===== config.mk =====
export PLATFORM = sky130hd
export DESIGN_NAME = data_bus_xbar_flat
export DESIGN_NICKNAME = d
export VERILOG_FILES = /design/src/rtl/data_bus_xbar_pkg.sv /design/src/rtl/data_bus_xbar_if.sv /design/src/rtl/data_bus_xbar_decoder.sv /design/src/rtl/data_bus_xbar.sv /design/src/flat_wrapper.sv
export SDC_FILE = /design/constraint.sdc
export NUM_CORES = 1
export LEC_CHECK = 0
export ABC_AREA = 1
export CELL_PAD_IN_SITES_DETAIL_PLACEMENT = 0
export CELL_PAD_IN_SITES_GLOBAL_PLACEMENT = 2
export CORE_MARGIN = 2
export CORE_UTILIZATION = 16
export DETAILED_ROUTE_END_ITERATION = 6
export PLACE_DENSITY = 0.89
export SYNTH_ARGS = -nofsm -noshare
export SYNTH_HDL_FRONTEND = slang
export SYNTH_HIERARCHICAL = 1
export SYNTH_SLANG_ARGS = --single-unit

===== constraint.sdc =====
create_clock -name clk -period 5.3 [get_ports clk]
set_input_delay 1.06 -clock clk [delete_from_list [all_inputs] [get_ports clk]]
set_output_delay 1.06 -clock clk [all_outputs]
set_load 0.05 [all_outputs]

===== src/rtl/data_bus_xbar_pkg.sv =====
// Shared definitions for the data bus crossbar: default address map constants
// and index-width helper.
package data_bus_xbar_pkg;

   localparam logic [31:0] DATA_MEM_BASE = 32'h0000_1000;
   localparam logic [31:0] DATA_MEM_MASK = 32'hFFFF_F000;
   localparam logic [31:0] GPIO_A_BASE   = 32'h0000_0400;
   localparam logic [31:0] GPIO_A_MASK   = 32'hFFFF_FC00;

   typedef enum logic {
      ACC_READ  = 1'b0,
      ACC_WRITE = 1'b1
   } acc_kind_e;

   // A single target still needs a one-bit index so vectors never collapse to zero width.
   function automatic int idx_w(input int n);
      return (n > 1) ? $clog2(n) : 1;
   endfunction

endpackage


===== src/rtl/data_bus_xbar_if.sv =====
// Core-side read/write port of the data bus crossbar.
interface data_bus_xbar_if #(
   parameter int ADDR_W = 32,
   parameter int DATA_W = 32
);
   logic              r_en;
   logic [ADDR_W-1:0] r_addr;
   logic [DATA_W-1:0] r_data;
   logic              r_valid;
   logic              r_err;
   logic              w_en;
   logic [ADDR_W-1:0] w_addr;
   logic [DATA_W-1:0] w_data;
   logic              w_err;

   modport master (
      output r_en, r_addr, w_en, w_addr, w_data,
      input  r_data, r_valid, r_err, w_err
   );

   modport slave (
      input  r_en, r_addr, w_en, w_addr, w_data,
      output r_data, r_valid, r_err, w_err
   );
endinterface


===== src/rtl/data_bus_xbar_decoder.sv =====
// Address decoder: base/mask match per target, lowest index wins, and the
// target-local address with the matched mask bits stripped.
module bus_addr_decoder
   import data_bus_xbar_pkg::*;
#(
   parameter int                          N_SLAVES = 4,
   parameter int                          ADDR_W   = 32,
   parameter logic [N_SLAVES*ADDR_W-1:0]  SLV_BASE = '0,
   parameter logic [N_SLAVES*ADDR_W-1:0]  SLV_MASK = '0,
   localparam int                         IDX_W    = idx_w(N_SLAVES)
) (
   input  logic [ADDR_W-1:0] addr,
   output logic              hit,
   output logic [IDX_W-1:0]  idx,
   output logic [ADDR_W-1:0] local_addr
);

   logic [N_SLAVES-1:0] match;

   for (genvar gi = 0; gi < N_SLAVES; gi++) begin : g_match
      assign match[gi] = (addr & SLV_MASK[gi*ADDR_W +: ADDR_W]) == SLV_BASE[gi*ADDR_W +: ADDR_W];
   end

   // Scan downwards so the lowest matching slot is the last one written.
   always_comb begin
      hit        = 1'b0;
      idx        = '0;
      local_addr = addr;
      for (int i = N_SLAVES - 1; i >= 0; i--) begin
         if (match[i]) begin
            hit        = 1'b1;
            idx        = IDX_W'(i);
            local_addr = addr & ~SLV_MASK[i*ADDR_W +: ADDR_W];
         end
      end
   end

endmodule


===== src/rtl/data_bus_xbar.sv =====
// Data bus crossbar: one read and one write port fanned out to N_SLAVES targets,
// with a latency-matched read return pipeline and sticky unmapped-access capture.
module data_bus_xbar
   import data_bus_xbar_pkg::*;
#(
   parameter int                          N_SLAVES = 4,
   parameter int                          ADDR_W   = 32,
   parameter int                          DATA_W   = 32,
   parameter logic [N_SLAVES*ADDR_W-1:0]  SLV_BASE = {N_SLAVES{32'h0}},
   parameter logic [N_SLAVES*ADDR_W-1:0]  SLV_MASK = {N_SLAVES{32'hFFFFF000}},
   parameter int                          RD_LAT   = 1,
   parameter logic [DATA_W-1:0]           ERR_DATA = '0
) (
   input  logic                         clk,
   input  logic                         rst,
   data_bus_xbar_if.slave               bus,
   output logic [N_SLAVES-1:0]          s_r_en,
   output logic [ADDR_W-1:0]            s_r_addr,
   input  logic [N_SLAVES*DATA_W-1:0]   s_r_data,
   output logic [N_SLAVES-1:0]          s_w_en,
   output logic [ADDR_W-1:0]            s_w_addr,
   output logic [DATA_W-1:0]            s_w_data,
   output logic                         err_flag,
   output logic [ADDR_W-1:0]            err_addr,
   output logic                         err_is_write,
   input  logic                         err_clr
);

   localparam int IDX_W = idx_w(N_SLAVES);

   logic             r_hit, w_hit;
   logic [IDX_W-1:0] r_idx, w_idx;
   logic             r_miss, w_miss;

   bus_addr_decoder #(
      .N_SLAVES (N_SLAVES),
      .ADDR_W   (ADDR_W),
      .SLV_BASE (SLV_BASE),
      .SLV_MASK (SLV_MASK)
   ) u_rd_dec (
      .addr       (bus.r_addr),
      .hit        (r_hit),
      .idx        (r_idx),
      .local_addr (s_r_addr)
   );

   bus_addr_decoder #(
      .N_SLAVES (N_SLAVES),
      .ADDR_W   (ADDR_W),
      .SLV_BASE (SLV_BASE),
      .SLV_MASK (SLV_MASK)
   ) u_wr_dec (
      .addr       (bus.w_addr),
      .hit        (w_hit),
      .idx        (w_idx),
      .local_addr (s_w_addr)
   );

   assign r_miss   = bus.r_en & ~r_hit;
   assign w_miss   = bus.w_en & ~w_hit;
   assign s_w_data = bus.w_data;

   for (genvar gi = 0; gi < N_SLAVES; gi++) begin : g_en
      assign s_r_en[gi] = bus.r_en & r_hit & (r_idx == IDX_W'(gi));
      assign s_w_en[gi] = bus.w_en & w_hit & (w_idx == IDX_W'(gi));
   end

   // Return-select pipeline; the tail stage lines up with the slaves' read data.
   logic             pipe_valid_reg [RD_LAT];
   logic             pipe_miss_reg  [RD_LAT];
   logic [IDX_W-1:0] pipe_idx_reg   [RD_LAT];

   always_ff @(posedge clk or posedge rst) begin
      if (rst) begin
         for (int i = 0; i < RD_LAT; i++) begin
            pipe_valid_reg[i] <= 1'b0;
            pipe_miss_reg[i]  <= 1'b0;
            pipe_idx_reg[i]   <= '0;
         end
      end else begin
         pipe_valid_reg[0] <= bus.r_en;
         pipe_miss_reg[0]  <= ~r_hit;
         pipe_idx_reg[0]   <= r_idx;
         for (int i = 1; i < RD_LAT; i++) begin
            pipe_valid_reg[i] <= pipe_valid_reg[i-1];
            pipe_miss_reg[i]  <= pipe_miss_reg[i-1];
            pipe_idx_reg[i]   <= pipe_idx_reg[i-1];
         end
      end
   end

   logic              ret_valid, ret_miss;
   logic [IDX_W-1:0]  ret_idx;
   logic [DATA_W-1:0] ret_slave_data, ret_data, r_data_hold_reg;

   assign ret_valid = pipe_valid_reg[RD_LAT-1];
   assign ret_miss  = pipe_miss_reg[RD_LAT-1];
   assign ret_idx   = pipe_idx_reg[RD_LAT-1];

   always_comb begin
      ret_slave_data = '0;
      for (int i = 0; i < N_SLAVES; i++) begin
         if (ret_idx == IDX_W'(i)) begin
            ret_slave_data = s_r_data[i*DATA_W +: DATA_W];
         end
      end
   end

   assign ret_data = ret_miss ? ERR_DATA : ret_slave_data;

   // Keeps r_data stable between returns without delaying the return itself.
   always_ff @(posedge clk or posedge rst) begin
      if (rst) begin
         r_data_hold_reg <= '0;
      end else if (ret_valid) begin
         r_data_hold_reg <= ret_data;
      end
   end

   assign bus.r_valid = ret_valid;
   assign bus.r_err   = ret_valid & ret_miss;
   assign bus.r_data  = ret_valid ? ret_data : r_data_hold_reg;

   logic w_err_reg;

   always_ff @(posedge clk or posedge rst) begin
      if (rst) begin
         w_err_reg <= 1'b0;
      end else begin
         w_err_reg <= w_miss;
      end
   end

   assign bus.w_err = w_err_reg;

   logic              err_flag_reg;
   logic [ADDR_W-1:0] err_addr_reg;
   acc_kind_e         err_kind_reg;

   // A new miss beats a same-cycle clear; a read miss beats a write miss.
   always_ff @(posedge clk or posedge rst) begin
      if (rst) begin
         err_flag_reg <= 1'b0;
         err_addr_reg <= '0;
         err_kind_reg <= ACC_READ;
      end else if ((r_miss | w_miss) && (!err_flag_reg || err_clr)) begin
         err_flag_reg <= 1'b1;
         err_addr_reg <= r_miss ? bus.r_addr : bus.w_addr;
         err_kind_reg <= r_miss ? ACC_READ : ACC_WRITE;
      end else if (err_clr) begin
         err_flag_reg <= 1'b0;
      end
   end

   assign err_flag     = err_flag_reg;
   assign err_addr     = err_addr_reg;
   assign err_is_write = (err_kind_reg == ACC_WRITE);

endmodule


===== src/flat_wrapper.sv =====
// flat-port wrapper written by rule: the top's interface ports become plain ports
module data_bus_xbar_flat import data_bus_xbar_pkg::*;
#(
   parameter int                          N_SLAVES = 4,
   parameter int                          ADDR_W   = 32,
   parameter int                          DATA_W   = 32,
   parameter logic [N_SLAVES*ADDR_W-1:0]  SLV_BASE = {N_SLAVES{32'h0}},
   parameter logic [N_SLAVES*ADDR_W-1:0]  SLV_MASK = {N_SLAVES{32'hFFFFF000}},
   parameter int                          RD_LAT   = 1,
   parameter logic [DATA_W-1:0]           ERR_DATA = '0
)
  (clk, rst, s_r_en, s_r_addr, s_r_data, s_w_en, s_w_addr, s_w_data, err_flag, err_addr, err_is_write, err_clr, bus_r_en, bus_r_addr, bus_w_en, bus_w_addr, bus_w_data, bus_r_data, bus_r_valid, bus_r_err, bus_w_err);
  data_bus_xbar_if #(.ADDR_W(ADDR_W), .DATA_W(DATA_W)) bus_i ();
  input  logic clk;
  input  logic rst;
  output logic [N_SLAVES-1:0] s_r_en;
  output logic [ADDR_W-1:0] s_r_addr;
  input  logic [N_SLAVES*DATA_W-1:0] s_r_data;
  output logic [N_SLAVES-1:0] s_w_en;
  output logic [ADDR_W-1:0] s_w_addr;
  output logic [DATA_W-1:0] s_w_data;
  output logic err_flag;
  output logic [ADDR_W-1:0] err_addr;
  output logic err_is_write;
  input  logic err_clr;
  input wire logic [$bits(bus_i.r_en)-1:0] bus_r_en;
  input wire logic [$bits(bus_i.r_addr)-1:0] bus_r_addr;
  input wire logic [$bits(bus_i.w_en)-1:0] bus_w_en;
  input wire logic [$bits(bus_i.w_addr)-1:0] bus_w_addr;
  input wire logic [$bits(bus_i.w_data)-1:0] bus_w_data;
  output wire logic [$bits(bus_i.r_data)-1:0] bus_r_data;
  output wire logic [$bits(bus_i.r_valid)-1:0] bus_r_valid;
  output wire logic [$bits(bus_i.r_err)-1:0] bus_r_err;
  output wire logic [$bits(bus_i.w_err)-1:0] bus_w_err;
  assign bus_i.r_en = bus_r_en;
  assign bus_i.r_addr = bus_r_addr;
  assign bus_i.w_en = bus_w_en;
  assign bus_i.w_addr = bus_w_addr;
  assign bus_i.w_data = bus_w_data;
  assign bus_r_data = bus_i.r_data;
  assign bus_r_valid = bus_i.r_valid;
  assign bus_r_err = bus_i.r_err;
  assign bus_w_err = bus_i.w_err;
  data_bus_xbar #(.N_SLAVES(N_SLAVES), .ADDR_W(ADDR_W), .DATA_W(DATA_W), .SLV_BASE(SLV_BASE), .SLV_MASK(SLV_MASK), .RD_LAT(RD_LAT), .ERR_DATA(ERR_DATA)) u_core (.clk(clk), .rst(rst), .bus(bus_i), .s_r_en(s_r_en), .s_r_addr(s_r_addr), .s_r_data(s_r_data), .s_w_en(s_w_en), .s_w_addr(s_w_addr), .s_w_data(s_w_data), .err_flag(err_flag), .err_addr(err_addr), .err_is_write(err_is_write), .err_clr(err_clr));
endmodule

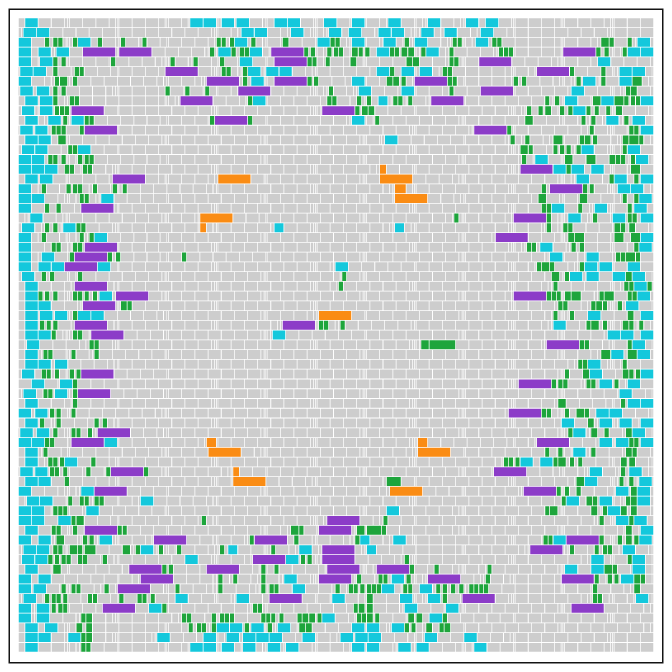
Figure 1: run 1, placement by cell class.
Fill, decap, tap and diode cells in gray.
- purple: flops (cells 71; share of their area 23%)
- orange: clock drivers and dummy loads (cells 15; share of their area 3.4%)
- cyan: other buffers and delay cells (cells 337; share of their area 43%)
- green: combinational and other logic (cells 596; share of their area 31%)

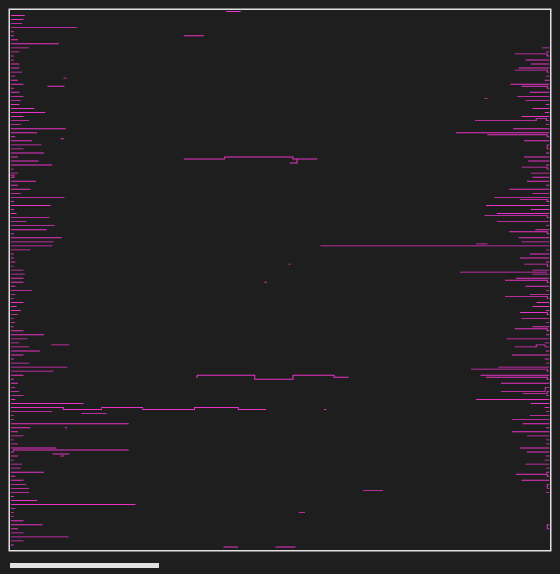
Figure 2: run 1, met3 routing.
Scale bar: 50 µm.
- nets with wire on the layer: 255
- main direction: horizontal
- wire length on this layer: 2030 µm
- longest straight run: 76.7 µm
drt total wl: 22.46 mm
vias post-DR: 5460
Global Route met3 Usage: 4.593%

==> impl_metrics.json, run 1 <==
{
  "outcome": "finished, final reports clean",
  "largest_cell_class": "non-clock buffers",
  "rsz0062_at_grt": "no",
  "yosysUniqueCellTypes": 25,
  "num-multi-input-gates": 555,
  "cts_htree_levels": 3,
  "cp.arrival_ps": 3460,
  "die_w_um": 181.7,
  "cts.path.max_buffers": 2,
  "tns_ps": 0,
  "startpoint": "bus_r_addr[19]",
  "setup_viol": 0,
  "switching_share_pct": 38.21,
  "synthXorXnorAreaFrac_pct": 0,
  "ys_top_cells_by_count": "378 x nand2_1, 71 x dfrtp_1, 71 x nor2_1",
  "p_leak_nw": 3.939,
  "ys_cells": 801,
  "reg2reg_slack_ps": 3310,
  "warning_count": 26,
  "grt_pass1_wl_mm": 33.58,
  "holdCritPathClass": "register to register",
  "path_clk_slew_ps": 50,
  "final_cell_mix": "378 x nand2_1, 331 x clkdlybuf4s50_1, 71 x nor2_1, 71 x dfrtp_1, 35 x inv_1",
  "endpoint": "s_r_en[0]",
  "vias_per_cell": 3.840,
  "seqPwrFrac_pct": 31.7,
  "inverters": 41,
  "p_int_mw": 1.185,
  "cp-start-kind": "input pin",
  "power-top-group": "combinational logic",
  "worstSetupPathDepth": 7,
  "fin_crit_sh_pct": 85.22,
  "logic_family": "simple AND/OR/NAND/NOR gates",
  "r2r-end": "u_core/r_data_hold_reg[17]$_DFF_PP0_",
  "drtIter0Drc": 151,
  "sh_seq_area_pct": 21.23,
  "simple_gate_area_share_pct": 43.33,
  "core-area_mm2": 0.03131,
  "comb_area_share_pct": 27.58,
  "p_comb_mw": 0.736,
  "final_layout_size_suffix_gt1_share_pct": 5.103,
  "ant_nets": 0,
  "hold_viol": 0,
  "grt-ovfl-total": 0,
  "insertedDiodeCount": 1
}
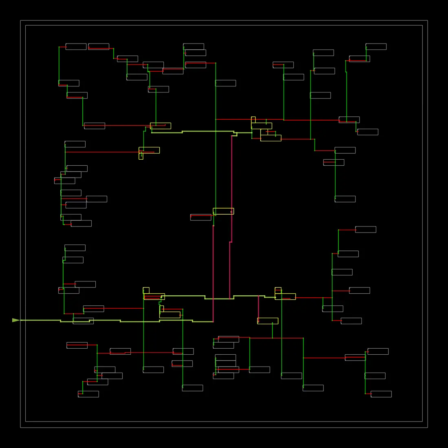
Figure 3: run 1, clock routing.
CTS Buf Count: 9
Worst Clk Skew: 9.179 ps
clock insertion delay at the later pin of the skew report: 340 ps
Clock buffer cells: 9
Clock Sinks: 71

==> run 1 -> run 2 <==
--- a/config.mk
+++ b/config.mk
@@ -8,10 +8,11 @@
 export ABC_AREA = 1
 export CELL_PAD_IN_SITES_DETAIL_PLACEMENT = 0
 export CELL_PAD_IN_SITES_GLOBAL_PLACEMENT = 2
-export CORE_MARGIN = 2
+export CORE_MARGIN = 5
 export CORE_UTILIZATION = 16
 export DETAILED_ROUTE_END_ITERATION = 6
 export PLACE_DENSITY = 0.89
+export SLEW_MARGIN = 20
 export SYNTH_ARGS = -nofsm -noshare
 export SYNTH_HDL_FRONTEND = slang
 export SYNTH_HIERARCHICAL = 1
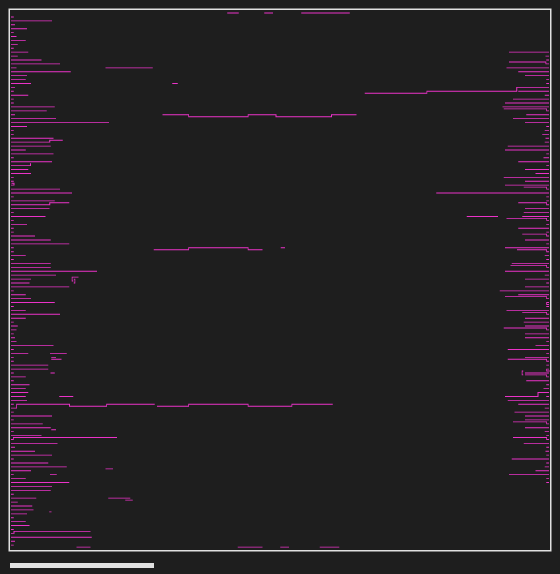
Figure 4: run 2, met3 routing.
Scale bar: 50 µm.
- nets with wire on the layer: 267
- main direction: horizontal

==> run 2 against run 1 <==
Net effect:
- cell area is 0.42% higher
- sequential cell count stayed put
- hold slack better by 0.64 ps
- sequential power hardly changed
- clock skew is 2.0 ps lower
- synthesized area stayed put
- clock power is about 10% higher
==> impl_metrics.json, run 2 <==
{
  "synthXorXnorAreaFrac_pct": 0,
  "sh_seq_area_pct": 21.14,
  "insertedDiodeCount": 1,
  "final_cell_mix": "378 x nand2_1, 331 x clkdlybuf4s50_1, 71 x nor2_1, 71 x dfrtp_1, 35 x inv_1",
  "yosysUniqueCellTypes": 25,
  "ys_cells": 801,
  "comb_area_share_pct": 27.46,
  "die_w_um": 187.7,
  "core-area_mm2": 0.03139,
  "skew_ps": 7.219,
  "path_clk_slew_ps": 70,
  "holdCritPathClass": "register to register",
  "ys_top_cells_by_count": "378 x nand2_1, 71 x dfrtp_1, 71 x nor2_1",
  "final_layout_size_suffix_gt1_share_pct": 5.098,
  "hold_viol": 0,
  "outcome": "finished, final reports clean",
  "tns_ps": 0,
  "largest_cell_class": "non-clock buffers",
  "endpoint": "s_r_en[0]",
  "grt-ovfl-total": 0,
  "p_int_mw": 1.241,
  "warning_count": 26,
  "grt_use_met3_pct": 5.417,
  "cts_buffers": 9,
  "grt_pass1_wl_mm": 35.10,
  "logic_family": "simple AND/OR/NAND/NOR gates",
  "wirelength_mm": 22.90,
  "startpoint": "bus_r_addr[19]",
  "reg2reg_slack_ps": 3200,
  "cts_htree_levels": 3,
  "rsz0062_at_grt": "no",
  "num-multi-input-gates": 555,
  "cp.arrival_ps": 3360,
  "clock_sinks": 71,
  "inverters": 41,
  "cts.path.max_buffers": 2,
  "vias_per_cell": 3.845
}
==> run 2 -> run 3 <==
--- a/config.mk
+++ b/config.mk
@@ -9,9 +9,9 @@
 export CELL_PAD_IN_SITES_DETAIL_PLACEMENT = 0
 export CELL_PAD_IN_SITES_GLOBAL_PLACEMENT = 2
 export CORE_MARGIN = 5
-export CORE_UTILIZATION = 16
+export CORE_UTILIZATION = 15
 export DETAILED_ROUTE_END_ITERATION = 6
-export PLACE_DENSITY = 0.89
+export PLACE_DENSITY = 0.84
 export SLEW_MARGIN = 20
 export SYNTH_ARGS = -nofsm -noshare
 export SYNTH_HDL_FRONTEND = slang
==> constraint.sdc (replaced) <==
create_clock -name clk -period 4.5 [get_ports clk]
set_input_delay 0.9 -clock clk [delete_from_list [all_inputs] [get_ports clk]]
set_output_delay 0.9 -clock clk [all_outputs]
set_load 0.05 [all_outputs]
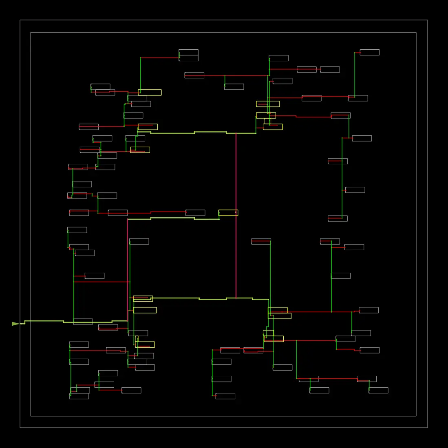
Figure 5: run 3, clock routing.
Clock group: 0.930 mW
Worst Clk Skew: 6.787 ps
Clock buffer cells: 11
num sequential: 71

==> run 3 against run 2 <==
Net effect:
- the run now ends with slew limit left
- core utilization shrank 1.2 points
- largest cell class unchanged
- via count increased by 1.1%
- register-to-register slack worse by 690 ps
- clock power grew 47%
- total power up 28%
==> impl_metrics.json, run 3 <==
{
  "outcome": "complete, but fails checks",
  "violations": "slew limit",
  "reg2reg_slack_ps": 2510,
  "seqPwrFrac_pct": 28.7,
  "clock_sinks": 71,
  "tns_ps": 0,
  "finalMaxSlewViolations": 2,
  "grt-ovfl-total": 0,
  "r2r-end": "u_core/r_data_hold_reg[26]$_DFF_PP0_",
  "ys_cells": 801,
  "cp-start-kind": "register",
  "endpoint": "bus_r_data[3]",
  "cts.path.max_buffers": 2,
  "yosysUniqueCellTypes": 25,
  "synthXorXnorAreaFrac_pct": 0,
  "sh_seq_area_pct": 20.79,
  "power-top-group": "the clock network",
  "insertedDiodeCount": 0,
  "num-multi-input-gates": 555,
  "ant_nets": 0,
  "p_int_mw": 1.642,
  "setup_viol": 0,
  "warning_count": 26,
  "rsz0062_at_grt": "no",
  "final_cell_mix": "378 x nand2_1, 327 x clkdlybuf4s50_1, 71 x nor2_1, 71 x dfrtp_1, 35 x inv_1",
  "startpoint": "u_core/pipe_idx_reg[0]$_DFF_PP0_",
  "p_leak_nw": 4.013,
  "die_w_um": 193.6
}

==> layout pictures side by side <==
Signal metal coverage by tile.
panel A
Scale bar: 50 µm. The die is cut into 38 by 38 equal tiles; dark blue is low, red is high, scaled to the fullest tile. Values are wire area over tile area, all layers added.
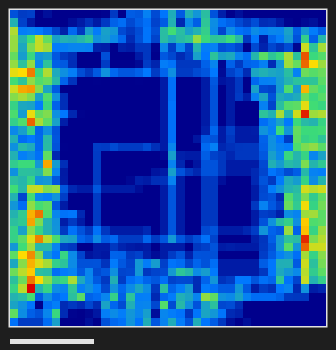
panel B
Scale bar: 50 µm. The die is cut into 39 by 39 equal tiles; dark blue is low, red is high, scaled to the fullest tile. Values are wire area over tile area, all layers added.
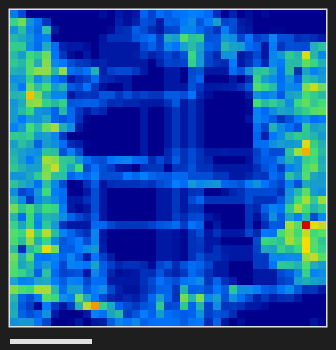
Panel B is run 3.
Panel A is run 2.

Power is estimated from default activity; no workload was simulated.
